--- config.mk ---
export PLATFORM = sky130hd
export DESIGN_NAME = dmem_responder
export DESIGN_NICKNAME = d
export VERILOG_FILES = /design/src/rtl/dmem_responder.sv
export SDC_FILE = /design/constraint.sdc
export NUM_CORES = 1
export LEC_CHECK = 0
export ABC_AREA = 1
export CAP_MARGIN = 20
export CORE_MARGIN = 2
export CORE_UTILIZATION = 60
export CTS_CLUSTER_SIZE = 14
export DETAILED_ROUTE_END_ITERATION = 8
export PLACE_DENSITY = 0.74
export SETUP_SLACK_MARGIN = 0.2
export SLEW_MARGIN = 25
export SYNTH_ARGS = -nofsm -noshare
export SYNTH_HDL_FRONTEND = slang
export SYNTH_SLANG_ARGS = --single-unit
export TNS_END_PERCENT = 50
--- constraint.sdc ---
create_clock -name clk_i -period 3.99 [get_ports clk_i]
set_input_delay 0.399 -clock clk_i [delete_from_list [all_inputs] [get_ports clk_i]]
set_output_delay 0.399 -clock clk_i [all_outputs]
set_load 0.05 [all_outputs]
--- src/rtl/dmem_responder.sv ---
`default_nettype none
// +----------------------------------------------------------------------------+
// | Module   : dmem_responder                                                  |
// | Brief    : Multi-cycle MEM-stage data memory target with a fixed latency   |
// |            request/acknowledge handshake. Optional alignment check is      |
// |            enabled by defining DMEM_RESPONDER_ALIGN_CHECK_EN.              |
// | Revision : 1.0 - initial release                                           |
// +----------------------------------------------------------------------------+
module dmem_responder #(
  parameter int DEPTH   = 32,
  parameter int LATENCY = 2
) (
  input  logic        clk_i,
  input  logic        rst_i,
  input  logic        req_i,
  input  logic        we_i,
  input  logic [31:0] addr_i,
  input  logic [31:0] wdata_i,
  output logic        ack_o,
  output logic [31:0] rdata_o,
`ifdef DMEM_RESPONDER_ALIGN_CHECK_EN
  output logic        busy_o,
  output logic        err_o
`else
  output logic        busy_o
`endif
);

  localparam int c_idx_w = $clog2(DEPTH);
  localparam int c_cnt_w = (LATENCY > 1) ? $clog2(LATENCY) : 1;

  localparam logic [1:0] c_idle = 2'd0;
  localparam logic [1:0] c_wait = 2'd1;
  localparam logic [1:0] c_resp = 2'd2;

  logic [1:0]         r_state;
  logic [c_cnt_w-1:0] r_cnt;
  logic               r_we;
  logic [c_idx_w-1:0] r_idx;
  logic [31:0]        r_wdata;
  logic [31:0]        r_mem [DEPTH];

  logic               w_accept;
  logic               w_fire;
  logic               w_we;
  logic [c_idx_w-1:0] w_idx;
  logic [31:0]        w_wdata;
  logic               w_mis;
  logic               w_unused;

  assign w_accept = (r_state == c_idle) && req_i;

  // With LATENCY = 1 the access completes on its own acceptance edge, so the
  // live inputs are used instead of the (not yet loaded) latch registers.
  assign w_we    = (r_state == c_idle) ? we_i    : r_we;
  assign w_idx   = (r_state == c_idle) ? addr_i[c_idx_w+1:2] : r_idx;
  assign w_wdata = (r_state == c_idle) ? wdata_i : r_wdata;

  assign w_fire = !rst_i &&
                  ((w_accept && (LATENCY == 1)) ||
                   ((r_state == c_wait) && (r_cnt == c_cnt_w'(1))));

  assign w_unused = ^{addr_i[31:c_idx_w+2], addr_i[1:0]};

`ifdef DMEM_RESPONDER_ALIGN_CHECK_EN
  logic r_mis;
  assign w_mis = (r_state == c_idle) ? (addr_i[1:0] != 2'b00) : r_mis;

  always_ff @(posedge clk_i or posedge rst_i) begin
    if (rst_i) begin
      r_mis <= 1'b0;
      err_o <= 1'b0;
    end else begin
      if (w_accept) begin
        r_mis <= (addr_i[1:0] != 2'b00);
      end
      err_o <= w_fire && w_mis;
    end
  end
`else
  assign w_mis = 1'b0;
`endif

  always_ff @(posedge clk_i or posedge rst_i) begin
    if (rst_i) begin
      r_state <= c_idle;
      r_cnt   <= '0;
      r_we    <= 1'b0;
      r_idx   <= '0;
      r_wdata <= '0;
      ack_o   <= 1'b0;
      busy_o  <= 1'b0;
      rdata_o <= '0;
    end else begin
      ack_o <= 1'b0;
      case (r_state)
        c_idle: begin
          if (req_i) begin
            r_we    <= we_i;
            r_idx   <= addr_i[c_idx_w+1:2];
            r_wdata <= wdata_i;
            r_cnt   <= c_cnt_w'(LATENCY - 1);
            busy_o  <= 1'b1;
            r_state <= (LATENCY == 1) ? c_resp : c_wait;
          end
        end
        c_wait: begin
          r_cnt <= r_cnt - c_cnt_w'(1);
          if (r_cnt == c_cnt_w'(1)) begin
            r_state <= c_resp;
          end
        end
        c_resp: begin
          busy_o  <= 1'b0;
          r_state <= c_idle;
        end
        default: begin
          busy_o  <= 1'b0;
          r_state <= c_idle;
        end
      endcase

      if (w_fire) begin
        ack_o <= 1'b1;
        if (!w_we) begin
          rdata_o <= w_mis ? 32'h0 : r_mem[w_idx];
        end
      end
    end
  end

  // Backing array has no reset; a store commits on the edge entering RESP.
  always_ff @(posedge clk_i) begin
    if (w_fire && w_we && !w_mis) begin
      r_mem[w_idx] <= w_wdata;
    end
  end

endmodule
`default_nettype wire

layers.png
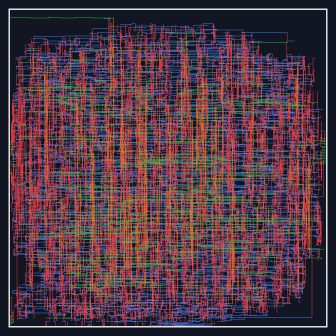
[orange] M4 | wire length: 5,880 um
[blue] M1 | wire length: 46.0 mm
[red] M2 | wire length: 57.1 mm
[green] M3 | wire length: 12,400 um

==> run_results.csv <==
group,metric,value,unit
worst_setup_path,setup.worst_path.class,"flop to flop",
power_and_ir_drop,peakVddDrop,1.40,mV
logic_synthesis,ys_dominant_reg_cell,"edfxtp_1",
status,status,"complete, no violations",
power_and_ir_drop,cellPowerDensity,836,nW/um2
finish,synthToLayoutAreaGrowth,12.6,%
finish,seq_area_share,62.1,%
die,floorplan.tapcells,1040,
worst_setup_path,critPathCapture,"r_mem[16][5]",
logic_synthesis,yosys.area_share.xor_xnor,0,%
timing,grt_setup_unrepaired,"false",
worst_setup_path,worstReg2RegStart,"r_state[1]",
global_routing,grt_util_all_layers,31.0,%
logic_synthesis,ys_seq_elements,1099,
worst_setup_path,worstPathBufferInverterCount,4,
clock_tree,cts_hold_buffers,0,
die,core.rowCount,102,
global_routing,most_used_routing_layer_in_global_routing,"met2",
logic_synthesis,synth.lib_cells_used.distinct,26,
worst_setup_path,arrival,3920,ps
global_routing,globalRouteOverflowTotal,0,
logic_synthesis,synth.top_cell.area_share,65.9,%
logic_synthesis,synthDominantAreaCellType,"edfxtp_1",
worst_setup_path,library_cell_contributing_the_largest_single_delay_on_the_critical_path,"nor2_4",
logic_synthesis,syn_inst,4519,
worst_setup_path,crit_fanout,18,
port_trees.png
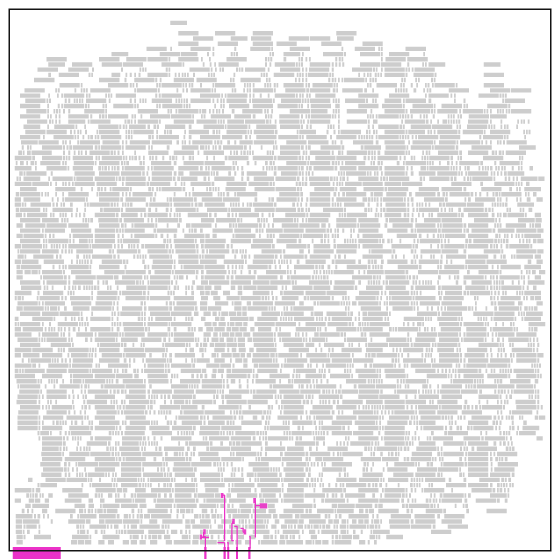
[magenta] addr_i | bits: 32 | direction: input | end cells: 7 | buffers: 5 | wire: 110 um

-- stage by stage --
stage | cells | power (W) | instance area [um2] | util (%)
2_1_floorplan | 4519 | 0.0281 | 46700 | -
3_3_place_gp | 5485 | 0.0336 | 49000 | 63.5
3_5_place_dp | 5487 | 0.0340 | 49100 | 63.6
4_1_cts | 5690 | 0.0438 | 52500 | 68.0
5_1_grt | 5690 | 0.0464 | 52500 | 68.0
6_report | 5691 | 0.0439 | 52500 | 68.1
-- where the power goes --
part,switching [W],internal (W),leakage (nW)
logic,0.0139,0.00460,9.82
registers,0.000248,0.0154,10.1
clock network,0.00419,0.00563,1.67
-- flip-flops by register name, summed over array words and instances, names as in the netlist --
signal   count
ack_o        1
r_mem     1024
r_state      2
r_idx        5
r_we         1
r_cnt        1
r_wdata     32
rdata_o     32
busy_o       1
Power figures rest on the tool's default switching activity, not on a simulated workload.
